### src/rtl/acc_cpu_core.sv
// acc_cpu_core
//   Parametrised accumulator-style CPU that executes one instruction per clock.
//   Instructions are fetched via an external port. The core has a register file,
//   zero and carry flags, conditional jumps, an output register with a valid
//   strobe, and a HALT state that a resume request can leave without a reset.
//
// Ports
//   inclk      in   1        clock, all state changes on rising edge
//   rst_n      in   1        asynchronous active-low reset
//   instr_addr out  PC_W     fetch address (the program counter)
//   instr_data in   INSTR_W  instruction word at instr_addr, {op|rd|rs|imm}
//   in_data    in   DATA_W   input port, read by IN
//   resume     in   1        leave HALT (only looked at while halted)
//   out_data   out  DATA_W   output register, written by OUT
//   out_valid  out  1        high for the one cycle after an OUT executes
//   halted     out  1        high while in HALT
//   zf, cf     out  1        zero and carry flags
module acc_cpu_core #(
  parameter int DATA_W = 4,
  parameter int NREG   = 4,
  parameter int PC_W   = 4,
  localparam int RS_W    = $clog2(NREG),
  localparam int INSTR_W = 4 + 2*RS_W + DATA_W
) (
  input  logic               inclk,
  input  logic               rst_n,
  output logic [PC_W-1:0]    instr_addr,
  input  logic [INSTR_W-1:0] instr_data,
  input  logic [DATA_W-1:0]  in_data,
  input  logic               resume,
  output logic [DATA_W-1:0]  out_data,
  output logic               out_valid,
  output logic               halted,
  output logic               zf,
  output logic               cf
);

  localparam logic [3:0] OP_NOP  = 4'h0;
  localparam logic [3:0] OP_MOVI = 4'h1;
  localparam logic [3:0] OP_MOV  = 4'h2;
  localparam logic [3:0] OP_ADD  = 4'h3;
  localparam logic [3:0] OP_ADDI = 4'h4;
  localparam logic [3:0] OP_SUB  = 4'h5;
  localparam logic [3:0] OP_AND  = 4'h6;
  localparam logic [3:0] OP_OR   = 4'h7;
  localparam logic [3:0] OP_XOR  = 4'h8;
  localparam logic [3:0] OP_IN   = 4'h9;
  localparam logic [3:0] OP_OUT  = 4'hA;
  localparam logic [3:0] OP_JMP  = 4'hB;
  localparam logic [3:0] OP_JZ   = 4'hC;
  localparam logic [3:0] OP_JC   = 4'hD;
  localparam logic [3:0] OP_JNZ  = 4'hE;
  localparam logic [3:0] OP_HLT  = 4'hF;

  typedef enum logic {
    st_run,
    st_halt
  } state_t;

  state_t            state, state_next;
  logic [PC_W-1:0]   pc, pc_next, pc_plus1, jmp_target;
  logic [DATA_W-1:0] regs [NREG];

  logic [3:0]        op;
  logic [RS_W-1:0]   rd, rs;
  logic [DATA_W-1:0] imm, rd_val, rs_val, operand;
  logic [DATA_W:0]   add_sum, sub_diff;
  logic [DATA_W-1:0] alu_res;
  logic              alu_c, reg_we, flag_we, exec;

  assign op     = instr_data[INSTR_W-1 -: 4];
  assign rd     = instr_data[DATA_W+RS_W +: RS_W];
  assign rs     = instr_data[DATA_W +: RS_W];
  assign imm    = instr_data[DATA_W-1:0];
  assign rd_val = regs[rd];
  assign rs_val = regs[rs];

  assign exec       = (state == st_run);
  assign halted     = (state == st_halt);
  assign instr_addr = pc;
  assign pc_plus1   = pc + PC_W'(1);

  // Jump target is the low PC_W bits of imm, zero-extended when the program
  // space is wider than the immediate.
  generate
    if (PC_W <= DATA_W) begin : g_tgt_trunc
      assign jmp_target = imm[PC_W-1:0];
    end else begin : g_tgt_ext
      assign jmp_target = {{(PC_W-DATA_W){1'b0}}, imm};
    end
  endgenerate

  // One extra bit on each side gives carry-out for add and borrow for sub.
  assign operand  = (op == OP_ADDI) ? imm : rs_val;
  assign add_sum  = {1'b0, rd_val} + {1'b0, operand};
  assign sub_diff = {1'b0, rd_val} - {1'b0, rs_val};

  // Datapath decode: the value to write back to R[rd] and the new carry.
  // Only ops 3-8 touch the flags; everything else leaves them alone.
  always_comb begin
    alu_res = rd_val;
    alu_c   = cf;
    reg_we  = 1'b0;
    flag_we = 1'b0;
    case (op)
      OP_MOVI: begin alu_res = imm;     reg_we = 1'b1; end
      OP_MOV:  begin alu_res = rs_val;  reg_we = 1'b1; end
      OP_IN:   begin alu_res = in_data; reg_we = 1'b1; end
      OP_ADD, OP_ADDI: begin
        {alu_c, alu_res} = add_sum;
        reg_we  = 1'b1;
        flag_we = 1'b1;
      end
      OP_SUB: begin
        {alu_c, alu_res} = sub_diff;
        reg_we  = 1'b1;
        flag_we = 1'b1;
      end
      OP_AND: begin alu_res = rd_val & rs_val; alu_c = 1'b0; reg_we = 1'b1; flag_we = 1'b1; end
      OP_OR:  begin alu_res = rd_val | rs_val; alu_c = 1'b0; reg_we = 1'b1; flag_we = 1'b1; end
      OP_XOR: begin alu_res = rd_val ^ rs_val; alu_c = 1'b0; reg_we = 1'b1; flag_we = 1'b1; end
      default: ;
    endcase
  end

  // Sequencing: pc advance, jumps (tested against the current flags), and the
  // RUN/HALT transitions. HLT keeps pc on its own address; resume steps past it.
  always_comb begin
    state_next = state;
    pc_next    = pc;
    case (state)
      st_run: begin
        pc_next = pc_plus1;
        case (op)
          OP_JMP: pc_next = jmp_target;
          OP_JZ:  if (zf)  pc_next = jmp_target;
          OP_JC:  if (cf)  pc_next = jmp_target;
          OP_JNZ: if (!zf) pc_next = jmp_target;
          OP_HLT: begin
            state_next = st_halt;
            pc_next    = pc;
          end
          default: ;
        endcase
      end
      st_halt: begin
        if (resume) begin
          state_next = st_run;
          pc_next    = pc_plus1;
        end
      end
      default: begin
        state_next = st_run;
        pc_next    = '0;
      end
    endcase
  end

  // Control state: FSM state and program counter.
  always_ff @(posedge inclk or negedge rst_n) begin
    if (!rst_n) begin
      state <= st_run;
      pc    <= '0;
    end else begin
      state <= state_next;
      pc    <= pc_next;
    end
  end

  // Architectural state: register file, flags and output port. Nothing here
  // changes while halted, and out_valid drops to 0 in that case.
  always_ff @(posedge inclk or negedge rst_n) begin
    if (!rst_n) begin
      for (int i = 0; i < NREG; i++) regs[i] <= '0;
      zf        <= 1'b0;
      cf        <= 1'b0;
      out_data  <= '0;
      out_valid <= 1'b0;
    end else begin
      out_valid <= exec && (op == OP_OUT);
      if (exec && reg_we) regs[rd] <= alu_res;
      if (exec && flag_we) begin
        zf <= (alu_res == '0);
        cf <= alu_c;
      end
      if (exec && (op == OP_OUT)) out_data <= rs_val;
    end
  end

endmodule

### config.mk
export PLATFORM = sky130hd
export DESIGN_NAME = acc_cpu_core
export DESIGN_NICKNAME = d
export VERILOG_FILES = /design/src/rtl/acc_cpu_core.sv
export SDC_FILE = /design/constraint.sdc
export NUM_CORES = 1
export LEC_CHECK = 0
export ABC_AREA = 1
export CAP_MARGIN = 10
export CORE_ASPECT_RATIO = 0.8
export CORE_UTILIZATION = 52
export CTS_BUF_LIST = sky130_fd_sc_hd__clkbuf_8
export CTS_CLUSTER_DIAMETER = 200
export CTS_CLUSTER_SIZE = 30
export DETAILED_ROUTE_END_ITERATION = 10
export GPL_ROUTABILITY_DRIVEN = 0
export PLACE_DENSITY_LB_ADDON = 0.15
export SLEW_MARGIN = 20
export SYNTH_ARGS = -nofsm -noshare
export SYNTH_HDL_FRONTEND = slang
export SYNTH_SLANG_ARGS = --single-unit
### constraint.sdc
create_clock -name inclk -period 2.1 [get_ports inclk]
set_input_delay 0.315 -clock inclk [delete_from_list [all_inputs] [get_ports inclk]]
set_output_delay 0.315 -clock inclk [all_outputs]
set_load 0.01 [all_outputs]
Fig. 1: run 1, where the registers sit
(6 px per µm)
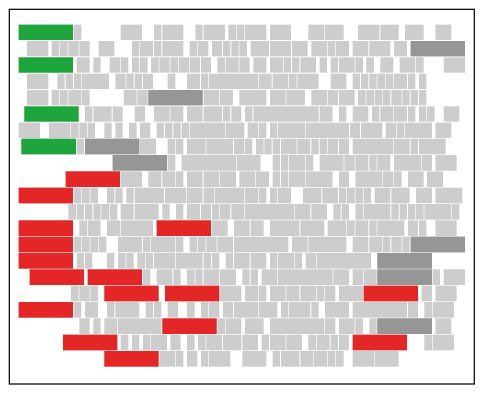
[red] `regs` | sequential cells: 16
[green] `instr_addr` | sequential cells: 4 | where: top left
not coloured: 8

Fig. 2: run 1, cell classes on the final placement
(6 px per µm) Fill, decap, tap and diode cells in grey.
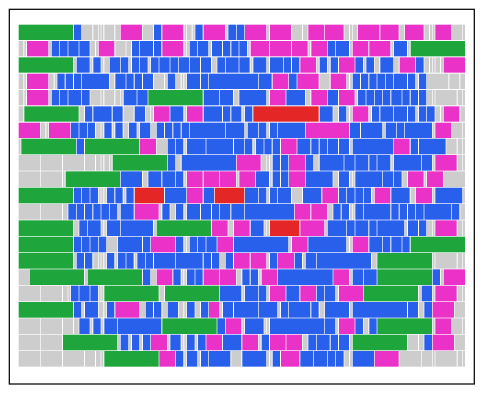
[red] clock drivers and dummy loads | cells: 4 | share of their area: 2.0%
[green] sequential cells | cells: 28 | share of their area: 20%
[blue] remaining logic cells | cells: 328 | share of their area: 54%
[magenta] remaining buffers and delay cells | cells: 96 | share of their area: 23%
FP Rows: 21
sequential cell area share: 19.7%

Fig. 3: run 1, clock network drawn from the DEF
(8 px per µm)
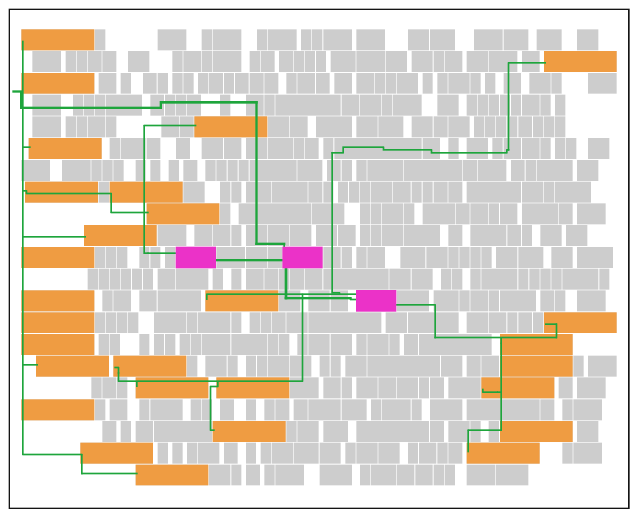
[magenta] clock-net drivers | count: 3
[green] clock wires | length: 391 µm
[orange] flip-flops | count: 28
routed clock nets: 4
clock power share: 13.6%
P_clk: 442 µW
Latency at later pin: 0.29 ns

Fig. 4: run 1, routing congestion map
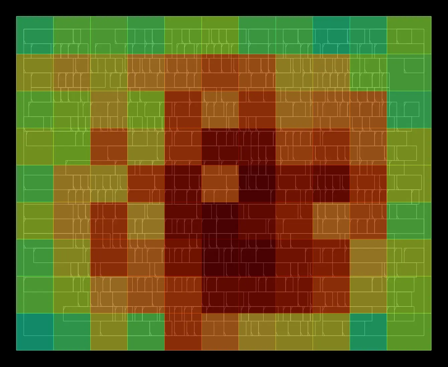
grt met2 use: 52.8%
GRT Max-Usage Layer: met2
met3 usage: 8.68%
met1 GRT Util: 45.5%
Layout Utilization: 83.7%

==> flow_metrics.env, run 1 <==
# yosys + openroad results
export IMPL_outcome="finished, violations left"
export IMPL_violations="setup timing"
export IMPL_chip_area_mm2=0.00481
export IMPL_grt_pass1_wl_um=12600
export IMPL_path_cells="a22oi_2 > nand2_2 > inv_2 > ha_4 > inv_2 > fa_2 > xnor2_1 > nand2_1 > nand2_1 > nor2_2 > nand3_2 > nor2_2 > nand3_2 > nand2_1"
export IMPL_dp_hpwl_um=5600
export IMPL_yosysWarnings=0
export IMPL_h_tree_depth=1
export IMPL_crit_slowest_cell="dfrtp_1"
export IMPL_layoutNonFillerInstCount=513
export IMPL_clockBufferCount=3
export IMPL_wl_per_cell_um=17.0
export IMPL_yosysCellCount=358
export IMPL_antenna_found_initial=0
export IMPL_ant_nets=0
export IMPL_cp_endpoint="zf"
export IMPL_sequentialPowerShare_pct=27.8
export IMPL_maxSlewHeadroom_pct=70.4
export IMPL_comb_cells=285
export IMPL_fin_ws_ns=-0.337
export IMPL_ys_seq_share_pct=29.7
export IMPL_finalCritPeriodShare_pct=116
export IMPL_syn_to_final_growth_pct=51.1
export IMPL_drt_first_iter_violations=317
export IMPL_wl_met2_um=3820
export IMPL_power_sequential_uw=904
export IMPL_tapCellCount=57
export IMPL_hold_class="in2async"
export IMPL_ys_sh_adder_pct=10.7
export IMPL_yosys_area_top_type_share_pct=29.7
export IMPL_layout_top_cell="nand2_1"
export IMPL_finalSetupViolCount=17
export IMPL_topCellsByArea="dfrtp_1 30%, nand2_1 22%, ha_1 9.0%"
export IMPL_cts_buffers_inserted=3
export IMPL_die_width_um=77.3
export IMPL_floorplan_core_util_pct=55.3
export IMPL_fin_hold_ws_ns=0.394
export IMPL_mux_share_pct=0.637
-- run 1: cells in the mapped netlist --
master / instances
a21oi_1: 9
a22oi_1: 3
a31oi_1: 4
buf_4: 2
dfrtp_1: 28
fa_1: 2
ha_1: 17
inv_1: 35
inv_2: 8
mux2_4: 1
nand2_1: 136
nand2_2: 7
nand3_1: 25
nand3_2: 4
nand4_1: 3
nor2_1: 36
nor2_2: 4
nor2_4: 1
nor2_8: 1
nor3_1: 2
o21ai_0: 21
o21ai_1: 4
o21bai_4: 1
o221ai_1: 1
xnor2_1: 2
xor2_1: 1
-- run 1: repair_timing --
action                                  CTS  global route
hold endpoints to repair                  0             0
endpoints found under the setup margin   18            18
pin swaps                                19            20
gates resized                            39            45
buffers inserted                         11             6
--- run 2 (diff from run 1) ---
Settings changed: CELL_PAD_IN_SITES_DETAIL_PLACEMENT from default to 1, CELL_PAD_IN_SITES_GLOBAL_PLACEMENT from default to 2, CORE_UTILIZATION 52 to 27, CTS_BUF_LIST sky130_fd_sc_hd__clkbuf_8 to default.
Fig. 5: run 2, where the registers sit
(4 px per µm)
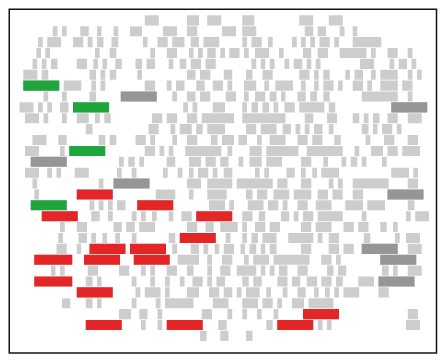
[green] `instr_addr` | sequential cells: 4
[red] `regs` | sequential cells: 16
not coloured: 8
sequential cell area: 703 µm²
sequential cell area share: 18.3%
Seq group: 933 µW
Layout Utilization: 45.3%

==> run 2 against run 1 <==
The run still ends with setup timing left. Sequential power increased by 3.2%. Clock power increased by 4.5%. Core utilization down 38 points. Via count is 6.6% lower. Final cell count increased by 15%. Flip-flop count unchanged. Routed wire length is 10% higher. Synthesized cell count unchanged. Critical path depth down 4. Non-clock buffer count increased by 23. Hold slack improved by 0.0027 ns.
==> flow_metrics.env, run 2 <==
# yosys + openroad results
export IMPL_core_rowCount=30
export IMPL_maxSlewHeadroom_pct=74.4
export IMPL_top_cell="nand2_1"
export IMPL_outcome="finished, violations left"
export IMPL_yosys_area_top_type_share_pct=29.7
export IMPL_ys_seq_share_pct=29.7
export IMPL_drtPass1Iterations=4
export IMPL_worstSkewPairLatency_ns=0.29
export IMPL_clockBufferCount=3
export IMPL_comb_cells=285
export IMPL_edf_count=0
export IMPL_crit_slowest_cell="dfrtp_2"
export IMPL_finalSetupViolCount=14
export IMPL_path_cells="a22oi_2 > nand2_2 > buf_6 > ha_4 > fa_2 > nand2_2 > nand2_2 > nor2_2 > nand3_4 > mux2_4"
export IMPL_dp_hpwl_um=7310
export IMPL_fin_ws_ns=-0.169
export IMPL_syn_to_final_growth_pct=63.1
export IMPL_antenna_found_initial=0
export IMPL_grt_pass1_wl_um=14800
export IMPL_layoutNonFillerInstCount=591
export IMPL_h_tree_depth=1
export IMPL_hold_class="in2async"
export IMPL_synthArstFlopShare_pct=100
export IMPL_fin_hold_ws_ns=0.397
export IMPL_ant_nets=0
export IMPL_finalCritPeriodShare_pct=108
export IMPL_die_width_um=106
export IMPL_global_route_usage_met1_pct=32.5
export IMPL_use_met2_pct=32.3
export IMPL_wl_per_cell_um=16.2
export IMPL_ys_sh_adder_pct=10.7
export IMPL_synth_top_cells_by_count="136 x nand2_1, 36 x nor2_1, 35 x inv_1, 28 x dfrtp_1, 25 x nand3_1"
export IMPL_ioPinCount=31
export IMPL_wl_met2_um=4180
export IMPL_violations="setup timing"
export IMPL_mux_share_pct=0.637
export IMPL_floorplan_core_util_pct=27.8
export IMPL_cts_buffers_inserted=3
export IMPL_yosysWarnings=0
export IMPL_chip_area_mm2=0.00911
export IMPL_yosysCellCount=358
export IMPL_topCellsByArea="dfrtp_1 30%, nand2_1 22%, ha_1 9.0%"
export IMPL_grt_start_max_net_pins=29
export IMPL_met3_usage_pct=2.51
export IMPL_syn_inst=358
[run 2: cell counts after synthesis]
No cell type changed its count.
[run 2: timing repair]
action	CTS	global route
pin swaps	26	23
resized	49	47
endpoints found under the setup margin	18	18
buffers inserted	15	7
[run 2: path summary, 6_finish.rpt]
kind	from	to	slack, ns	depth (start not counted)
worst max-delay path	regs[12]	regs[1]	-0.17	10
worst min-delay path	rst_n	out_data[0]	0.40	2
worst max register to register	regs[12]	regs[1]	-0.17	10
worst min register to register	out_data[3]	out_data[3]	0.50	2
max in group asynchronous	rst_n	regs[8]	1.39	2
min in group inclk	out_data[3]	out_data[3]	0.50	2
[run 2: where the power goes]
group,switching [µW],internal [µW]
registers,214,718
logic,991,1040
clock network,206,256
--- run 3 (diff from run 2) ---
Clock period 2.1 ns to 1.9 ns, I/O delays scaled along.
Fig. 6: run 3, cell classes on the final placement
(4 px per µm) Fill, decap, tap and diode cells in grey.
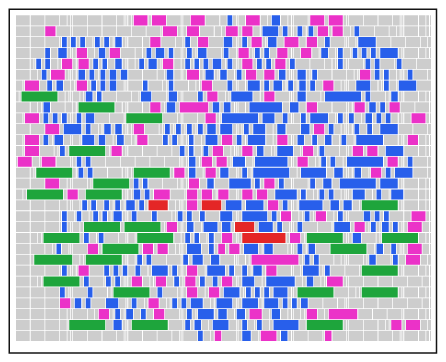
[magenta] remaining buffers and delay cells | cells: 121 | share of their area: 27%
[blue] remaining logic cells | cells: 328 | share of their area: 52%
[green] sequential cells | cells: 28 | share of their area: 19%
[red] clock drivers and dummy loads | cells: 4 | share of their area: 1.9%
sequential cell area share: 18.1%
Core Area: 0.00848 mm²
Layout Utilization: 45.8%

==> run 3 against run 2 <==
The flow still finishes with violations (setup timing). Routed wire length rose by 0.20%. Clock skew grew 0.00063 ns. Global-route usage is 0.36 points higher. Total power increased by 10%. Critical path depth grew 5. Largest power group unchanged. Sequential power rose by 8%. Critical path type unchanged. Cell area increased by 1.0%. First-iteration DRC count is 0.91% higher.
==> flow_metrics.env, run 3 <==
# yosys + openroad results
export IMPL_syn_inst=358
export IMPL_wl_per_cell_um=16.2
export IMPL_switching_share_pct=40.9
export IMPL_reg2reg_from="regs[0]"
export IMPL_clock_power_uw=497
export IMPL_cts_root_buf="clkbuf_8"
export IMPL_ant_nets=0
export IMPL_mux_share_pct=0.637
export IMPL_drc=0
export IMPL_topCellsByArea="dfrtp_1 30%, nand2_1 22%, ha_1 9.0%"
export IMPL_dp_hpwl_um=7370
export IMPL_synthArstFlopShare_pct=100
export IMPL_sequentialPowerShare_pct=26.9
export IMPL_tapCellCount=112
export IMPL_r2r_end="zf"
export IMPL_p_sw_uw=1540
export IMPL_fin_ws_ns=-0.415
export IMPL_pwr_share_clk_pct=13.2
export IMPL_ys_seq_share_pct=29.7
export IMPL_maxSlewHeadroom_pct=70.1
export IMPL_finalCritPeriodShare_pct=122
export IMPL_core_rowCount=30
export IMPL_grt_pass1_wl_um=15100
export IMPL_chip_area_mm2=0.00911
export IMPL_path_cells="buf_6 > nand2_4 > nand3_4 > nand2_4 > o21ai_2 > ha_2 > fa_2 > xor2_1 > nand2_1 > nand2_1 > nor2_2 > nand3_4 > nor2_1 > nand3_1 > nand2_1"
export IMPL_top_register="regs"
export IMPL_startpoint="regs[0]"
export IMPL_rr_worst_depth=15
export IMPL_floorplan_core_util_pct=27.8
export IMPL_cts_buffers_inserted=3
export IMPL_yosys_area_top_type_share_pct=29.7
export IMPL_ys_sh_adder_pct=10.7
export IMPL_h_tree_depth=1
export IMPL_violations="setup timing"
export IMPL_pwr_share_comb_pct=60.0
export IMPL_worst_pin_slew_ns=0.446
export IMPL_worstSkewPairLatency_ns=0.29
export IMPL_antenna_found_initial=0
export IMPL_synthTopLogicFamily="simple AND/OR/NAND/NOR gates"
export IMPL_synth_top_cells_by_count="136 x nand2_1, 36 x nor2_1, 35 x inv_1, 28 x dfrtp_1, 25 x nand3_1"
export IMPL_top_cell="nand2_1"
export IMPL_yosysCellCount=358
export IMPL_power_group_top="combinational cells"
export IMPL_die_width_um=106
export IMPL_warnings=37
export IMPL_ioPinCount=31
export IMPL_clockBufferCount=3
export IMPL_yosysWarnings=0
export IMPL_crit_slowest_cell="dfrtp_1"
export IMPL_regArea_um2=702
export IMPL_syn_to_final_growth_pct=64.8
export IMPL_finalSetupViolCount=14
export IMPL_edf_count=0
export IMPL_cts_resized_gates=55
export IMPL_powerComb_uw=2260
export IMPL_crit_path_max_incr_delay_ns=0.42
export IMPL_drtPass1Iterations=4
export IMPL_grt_start_max_net_pins=29
export IMPL_drt_first_iter_violations=111
export IMPL_wirelength_um=9620
export IMPL_cp_depth=15
export IMPL_p_int_uw=2230
export IMPL_layout_drive_gt1_share_pct=38.9
export IMPL_post_place_ws_ns=-1.05
export IMPL_dominant_cells="multi-input combinational cells"
export IMPL_power_sequential_uw=1010
export IMPL_postCtsSetupBuffers=13
export IMPL_outcome="finished, violations left"
export IMPL_finClkSkew_ns=0.00592
export IMPL_comb_cells=285
export IMPL_hold_class="in2async"
export IMPL_cp_endpoint="zf"
export IMPL_regToRegSetupSlack_ns=-0.41
export IMPL_cp_num_buf_inv=1
export IMPL_power_uw=3770
export IMPL_ys_flops=28
-- run 3: cells by family after synthesis --
| logic type | after synthesis |
|---|---|
| buffers and inverters | 45 |
| DFF | 28 |
| AOI/OAI and AO/OA | 43 |
| adders and majority gates | 19 |
| and+or+nand+nor | 219 |
| xor gates and xnor gates | 3 |
| muxes | 1 |
-- run 3: per-stage QoR --
stage	std cells	TNS, ns	hold slack, ns
2_1_floorplan	358	-0.510	-0.0106
3_3_place_gp	572	-16.42	0.465
3_5_place_dp	572	-17.63	0.473
4_1_cts	589	-3.71	0.396
5_1_grt	593	-6.14	0.435
6_report	593	-4.48	0.381
-- run 3: metal layers --
layer | global-route usage [%] | part of all wire [%]
met3 | 2.20 | 2.9
met5 | 0 | 0
met4 | 1.87 | 0.44
met2 | 35.8 | 46
met1 | 31.7 | 51
No activity file was given, so power comes from the tool's default toggle rates.
